layer_met4.png
Supply wires on this layer in grey.
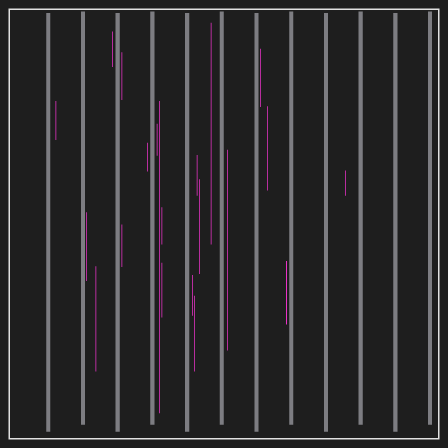
detail.png
Bar = 10 um. Window x 69 to 99, y 69 to 99 um. Cells in grey, sequential cells in the stronger grey; small squares are vias.
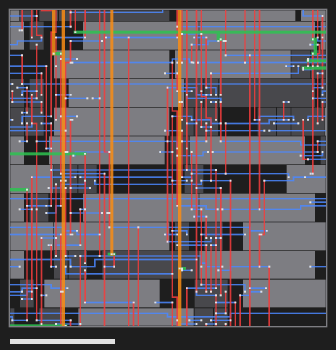
<file path="src/rtl/gigex_rx_cmd.sv">
// gigex_rx_cmd
//
// Receive side of the GigEx byte-FIFO interface. Bytes arriving on one GigEx
// Rx channel are assembled MSB-first into CMD_LEN-bit command words. Each
// completed word is buffered and presented on one of NMODULES valid/ready
// command streams, selected by the word's top nibble (module id). The
// active-low nRF full flag for the channel is driven back to the GigEx.
//
// Parameters:
//   CMD_LEN    command word width (multiple of 8)
//   NMODULES   number of output command streams (max 16)
//   CHANNEL    GigEx Rx channel accepted (0-7)
//   FIFO_DEPTH total words held, head register included (power of 2, >= 4)
//   TIMEOUT    idle cycles inside a word before the partial word is discarded
//
// Ports:
//   clk           system clock, rising edge
//   rst           synchronous active-high reset
//   Q[7:0]        Rx data byte
//   nRx           Rx byte valid, active low
//   RC[2:0]       Rx channel of the current byte
//   nRF[7:0]      per-channel Rx full flag, active low (0 = full)
//   out_data      head word, broadcast to all modules
//   out_valid     one-hot, bit i = head word is for module i
//   out_ready     per-module ready
//   err_timeout   pulse: partial word discarded after idle timeout
//   err_module    pulse: word with illegal module id dropped
//   err_overflow  pulse: completed word dropped, buffer full
//
// Optional build macro GIGEX_RX_STATS_EN adds:
//   stat_clr         synchronous clear of both statistics counters
//   stat_words[31:0] number of words popped
//   stat_drops[15:0] number of dropped words/partials, saturating

module gigex_rx_cmd #(
    parameter int CMD_LEN    = 32,
    parameter int NMODULES   = 4,
    parameter int CHANNEL    = 0,
    parameter int FIFO_DEPTH = 8,
    parameter int TIMEOUT    = 255
) (
    input  logic                clk,
    input  logic                rst,
    input  logic [7:0]          Q,
    input  logic                nRx,
    input  logic [2:0]          RC,
    output logic [7:0]          nRF,
    output logic [CMD_LEN-1:0]  out_data,
    output logic [NMODULES-1:0] out_valid,
    input  logic [NMODULES-1:0] out_ready,
    output logic                err_timeout,
    output logic                err_module,
    output logic                err_overflow
`ifdef GIGEX_RX_STATS_EN
    ,
    input  logic                stat_clr,
    output logic [31:0]         stat_words,
    output logic [15:0]         stat_drops
`endif
);

    localparam int NBYTES = CMD_LEN / 8;
    localparam int BCW    = (NBYTES > 1) ? $clog2(NBYTES) : 1;
    localparam int TW     = (TIMEOUT > 1) ? $clog2(TIMEOUT + 1) : 1;
    localparam int AW     = $clog2(FIFO_DEPTH);
    localparam int CW     = AW + 1;

    // ------------------------------------------------------------------
    // Byte assembly
    // ------------------------------------------------------------------
    logic               accept;
    logic               last_byte;
    logic               idle_expire;
    logic [BCW-1:0]     byte_cnt;
    logic [TW-1:0]      idle_cnt;
    logic [CMD_LEN-1:0] asm_word;
    logic [CMD_LEN-1:0] asm_next;

    // Completed word, held for one cycle while it is classified and written
    logic               cmp_valid;
    logic [CMD_LEN-1:0] cmp_word;
    logic [3:0]         cmp_id;
    logic               cmp_legal;

    assign accept    = !nRx && (RC == 3'(CHANNEL));
    assign last_byte = (byte_cnt == BCW'(NBYTES - 1));

    // The idle counter never exceeds TIMEOUT-1, so the edge on which it would
    // reach TIMEOUT is the discard edge. An accepted byte on that edge wins.
    assign idle_expire = !accept && (byte_cnt != '0) && (idle_cnt == TW'(TIMEOUT - 1));

    // Insert the incoming byte into the lane selected by the byte counter,
    // first byte in the top lane.
    always_comb begin
        asm_next = asm_word;
        for (int b = 0; b < NBYTES; b++) begin
            if (byte_cnt == BCW'(b)) begin
                asm_next[CMD_LEN-1-8*b -: 8] = Q;
            end
        end
    end

    always_ff @(posedge clk) begin
        if (rst) begin
            byte_cnt    <= '0;
            idle_cnt    <= '0;
            asm_word    <= '0;
            cmp_valid   <= 1'b0;
            cmp_word    <= '0;
            err_timeout <= 1'b0;
        end else begin
            err_timeout <= 1'b0;
            cmp_valid   <= 1'b0;
            if (accept) begin
                idle_cnt <= '0;
                asm_word <= asm_next;
                if (last_byte) begin
                    byte_cnt  <= '0;
                    cmp_word  <= asm_next;
                    cmp_valid <= 1'b1;
                end else begin
                    byte_cnt <= byte_cnt + 1'b1;
                end
            end else if (byte_cnt != '0) begin
                if (idle_expire) begin
                    byte_cnt    <= '0;
                    idle_cnt    <= '0;
                    err_timeout <= 1'b1;
                end else begin
                    idle_cnt <= idle_cnt + 1'b1;
                end
            end
        end
    end

    // ------------------------------------------------------------------
    // Word buffer: RAM plus a registered head stage. A word written to the
    // RAM is moved into the head register on the following edge, which gives
    // the two-cycle byte-to-valid latency and registered outputs.
    // ------------------------------------------------------------------
    logic [CMD_LEN-1:0] mem_data [FIFO_DEPTH];
    logic [3:0]         mem_id   [FIFO_DEPTH];
    logic [AW-1:0]      wr_ptr;
    logic [AW-1:0]      rd_ptr;
    logic [CW-1:0]      mem_count;
    logic               head_valid;
    logic [CW-1:0]      occ;
    logic [CW-1:0]      occ_next;
    logic               full;
    logic               pop;
    logic               push_req;
    logic               push;
    logic               load;
    logic [7:0]         nrf_next;

    assign cmp_id     = cmp_word[CMD_LEN-1 -: 4];
    assign cmp_legal  = ({1'b0, cmp_id} < 5'(NMODULES));
    assign head_valid = |out_valid;
    assign pop        = |(out_valid & out_ready);
    assign occ        = mem_count + CW'(head_valid);
    assign full       = (occ == CW'(FIFO_DEPTH));
    assign push_req   = cmp_valid && cmp_legal;
    // A pop on the same edge frees the slot a push into a full buffer needs
    assign push       = push_req && (!full || pop);
    assign load       = (mem_count != '0) && (!head_valid || pop);
    assign occ_next   = occ + CW'(push) - CW'(pop);

    // Keep one slot spare: nRF drops once the next occupancy would leave
    // fewer than two free entries.
    always_comb begin
        nrf_next          = 8'h00;
        nrf_next[CHANNEL] = (occ_next <= CW'(FIFO_DEPTH - 2));
    end

    always_ff @(posedge clk) begin
        if (push) begin
            mem_data[wr_ptr] <= cmp_word;
            mem_id[wr_ptr]   <= cmp_id;
        end
    end

    always_ff @(posedge clk) begin
        if (rst) begin
            wr_ptr       <= '0;
            rd_ptr       <= '0;
            mem_count    <= '0;
            out_valid    <= '0;
            out_data     <= '0;
            err_module   <= 1'b0;
            err_overflow <= 1'b0;
            nRF          <= 8'h00;
        end else begin
            err_module   <= cmp_valid && !cmp_legal;
            err_overflow <= push_req && !push;
            nRF          <= nrf_next;
            mem_count    <= mem_count + CW'(push) - CW'(load);
            if (push) begin
                wr_ptr <= wr_ptr + 1'b1;
            end
            if (load) begin
                out_data  <= mem_data[rd_ptr];
                out_valid <= NMODULES'(1) << mem_id[rd_ptr];
                rd_ptr    <= rd_ptr + 1'b1;
            end else if (pop) begin
                out_valid <= '0;
            end
        end
    end

`ifdef GIGEX_RX_STATS_EN
    // ------------------------------------------------------------------
    // Statistics counters
    // ------------------------------------------------------------------
    logic [1:0]  drop_events;
    logic [16:0] drops_sum;

    assign drop_events = {1'b0, err_timeout} + {1'b0, err_module} + {1'b0, err_overflow};
    assign drops_sum   = {1'b0, stat_drops} + 17'(drop_events);

    always_ff @(posedge clk) begin
        if (rst || stat_clr) begin
            stat_words <= '0;
            stat_drops <= '0;
        end else begin
            if (pop) begin
                stat_words <= stat_words + 1'b1;
            end
            stat_drops <= drops_sum[16] ? 16'hFFFF : drops_sum[15:0];
        end
    end
`endif

endmodule

</file>
<file path="config.mk">
export PLATFORM = sky130hd
export DESIGN_NAME = gigex_rx_cmd
export DESIGN_NICKNAME = d
export VERILOG_FILES = /design/src/rtl/gigex_rx_cmd.sv
export SDC_FILE = /design/constraint.sdc
export NUM_CORES = 1
export LEC_CHECK = 0
export ABC_AREA = 1
export CORE_MARGIN = 1
export CORE_UTILIZATION = 55
export DETAILED_ROUTE_END_ITERATION = 8
export PLACE_DENSITY = 0.76
export SKIP_LAST_GASP = 1
export SYNTH_ARGS = -nofsm -noshare
export SYNTH_HDL_FRONTEND = slang
export SYNTH_SLANG_ARGS = --single-unit
</file>
<file path="constraint.sdc">
create_clock -name clk -period 7.9 [get_ports clk]
set_clock_uncertainty 0.05 [all_clocks]
set_input_delay 1.185 -clock clk [delete_from_list [all_inputs] [get_ports clk]]
set_output_delay 1.185 -clock clk [all_outputs]
set_load 0.02 [all_outputs]
</file>
==> design notes <==
For the routability congestion estimate from global placement, the log shows 0.847. The die is 167 um wide. Endpoints with negative setup slack in the final report add up to 0. In the Yosys report, the sequential cells make up 67.1% of the chip area. Per the OpenROAD floorplan log, the height of the die is 167 um. The fraction of registers with async set/reset works out to 0%.

The number of register bits inferred by synthesis was 376. From synthesis to final layout, the design area changed by 12.8%. The root buffer cell was sky130_fd_sc_hd__clkbuf_16. The launch point of the critical path was reported as out_ready[1].

The cell accounting for the most synthesized area is sky130_fd_sc_hd__edfxtp_1. For the completed layout, the total cell area is recorded as 0.0170 mm2. The tools report the leakage power as 5.91 nW. Counting the buffers created by CTS gives 39. Each instance of the synthesized netlist takes up on average 10.9 um2. The diode insertion count for antenna repair was 0. The number of nets in the final layout is 1441, and the synthesized instance count is 1384. The run gives 6.36% for the proportion of layout cells with a drive suffix above 1. Hold-check failures listed in the final report amount to 0.

The clock H-tree reported by CTS has 2 levels. The top-area cell type share of the netlist area was 51.1%. TritonCTS built the clock tree. The flow ran to the end, and the final reports show no timing, DRC or antenna violations.
About layer_met4.png:
nets with wire on the layer	14
share of all routed wire	2.1%
wire length on this layer	662 um
longest straight run	122 um
main direction	vertical
vias: 10200
aggregate routed wire length: 31800 um

About detail.png:
colour	layer
orange	metal 4
red	metal 2
green	metal 3
blue	metal 1
most frequent	edfxtp_1 (16), o21ai_0 (11), nor2_1 (8)
sequential cells in the window	16
netlist names of flops here include	`mem_data` (16)
cells with their middle in the window	46

[report_power, final]
group | internal [mW] | switching, mW
sequential | 2.18 | 0.106
clock | 1.09 | 0.737
combinational | 0.500 | 0.940
[stage by stage]
| step | util, % | instances | power [mW] | setup slack (ns) | hold slack (ns) |
|---|---|---|---|---|---|
| after floorplan | - | 1390 | 3.37 | 4.30 | 0.369 |
| final | 63.1 | 1772 | 5.55 | 4.56 | 0.394 |
| after global placement | 58.3 | 1701 | 3.70 | 4.08 | 0.383 |
| after CTS | 63.1 | 1772 | 5.57 | 4.55 | 0.396 |
| after global routing | 63.1 | 1772 | 5.84 | 4.33 | 0.425 |
| after detailed placement | 58.3 | 1701 | 3.75 | 4.00 | 0.384 |
[per-layer routing]
layer	GRT usage [%]	vias up	share of wire (%)
li1	-	4891	-
met1	30.9	4857	43
met2	39.4	357	49
met3	3.33	53	6.6
met4	8.02	0	2.1
met5	0	-	0
[flip-flops by register name, indices dropped and copies added, names as in the netlist, named ones only]
name	count
mem_data	248
cmp_word	32
out_data	32
asm_word	24
idle_cnt	8
mem_id	8
mem_count	4
out_valid	4
rd_ptr	3
wr_ptr	3
byte_cnt	2
cmp_valid	1
err_module	1
err_overflow	1
err_timeout	1
nRF	1
[cell families after synthesis]
family | count (synthesis) | share of synthesized area, %
other cells | 1 | 0.0249
xor+xnor | 6 | 0.350
simple gates | 408 | 10.8
flops | 376 | 67.1
compound gates | 404 | 14.7
buf+inv | 167 | 5.14
fa+ha+maj | 22 | 1.93
[critical path, cell delays in order]
cell and delay, ns:
sky130_fd_sc_hd__clkdlybuf4s50_1 0.45, sky130_fd_sc_hd__nand2_1 0.05, sky130_fd_sc_hd__nand2_1 0.10, sky130_fd_sc_hd__nor2_4 0.07, sky130_fd_sc_hd__a21oi_4 0.10, sky130_fd_sc_hd__buf_4 0.54, sky130_fd_sc_hd__ha_1 0.32, sky130_fd_sc_hd__inv_1 0.06
sky130_fd_sc_hd__ha_1 0.27, sky130_fd_sc_hd__nand2_1 0.06, sky130_fd_sc_hd__nor2_1 0.04, sky130_fd_sc_hd__a211oi_1 0.23, sky130_fd_sc_hd__o21ai_0 0.11, sky130_fd_sc_hd__a21oi_1 0.15
[cell type report]
type	instances	area [um2]	share of cell area [%]
clock inverters	19	178	1.05
clock buffers	52	1110	6.54
well taps	341	427	2.52
multi-input cells	847	4260	25.1
inverters	73	277	1.63
repair buffers	64	618	3.64
flip-flops and latches	376	10100	59.5
[placed cells by master, fill, tap and decap left out, drive strengths merged, types with 19 or more instances in the layout]
| cell | instances |
|---|---|
| a21oi | 82 |
| edfxtp | 256 |
| o22ai | 31 |
| dfxtp | 120 |
| o221ai | 28 |
| inv | 74 |
| nand3 | 19 |
| nor2 | 231 |
| ha | 20 |
| nand2 | 146 |
| o21ai | 250 |
| clkbuf | 52 |
| clkdlybuf4s50 | 56 |
No activity file was given, so power comes from the tool's default toggle rates.
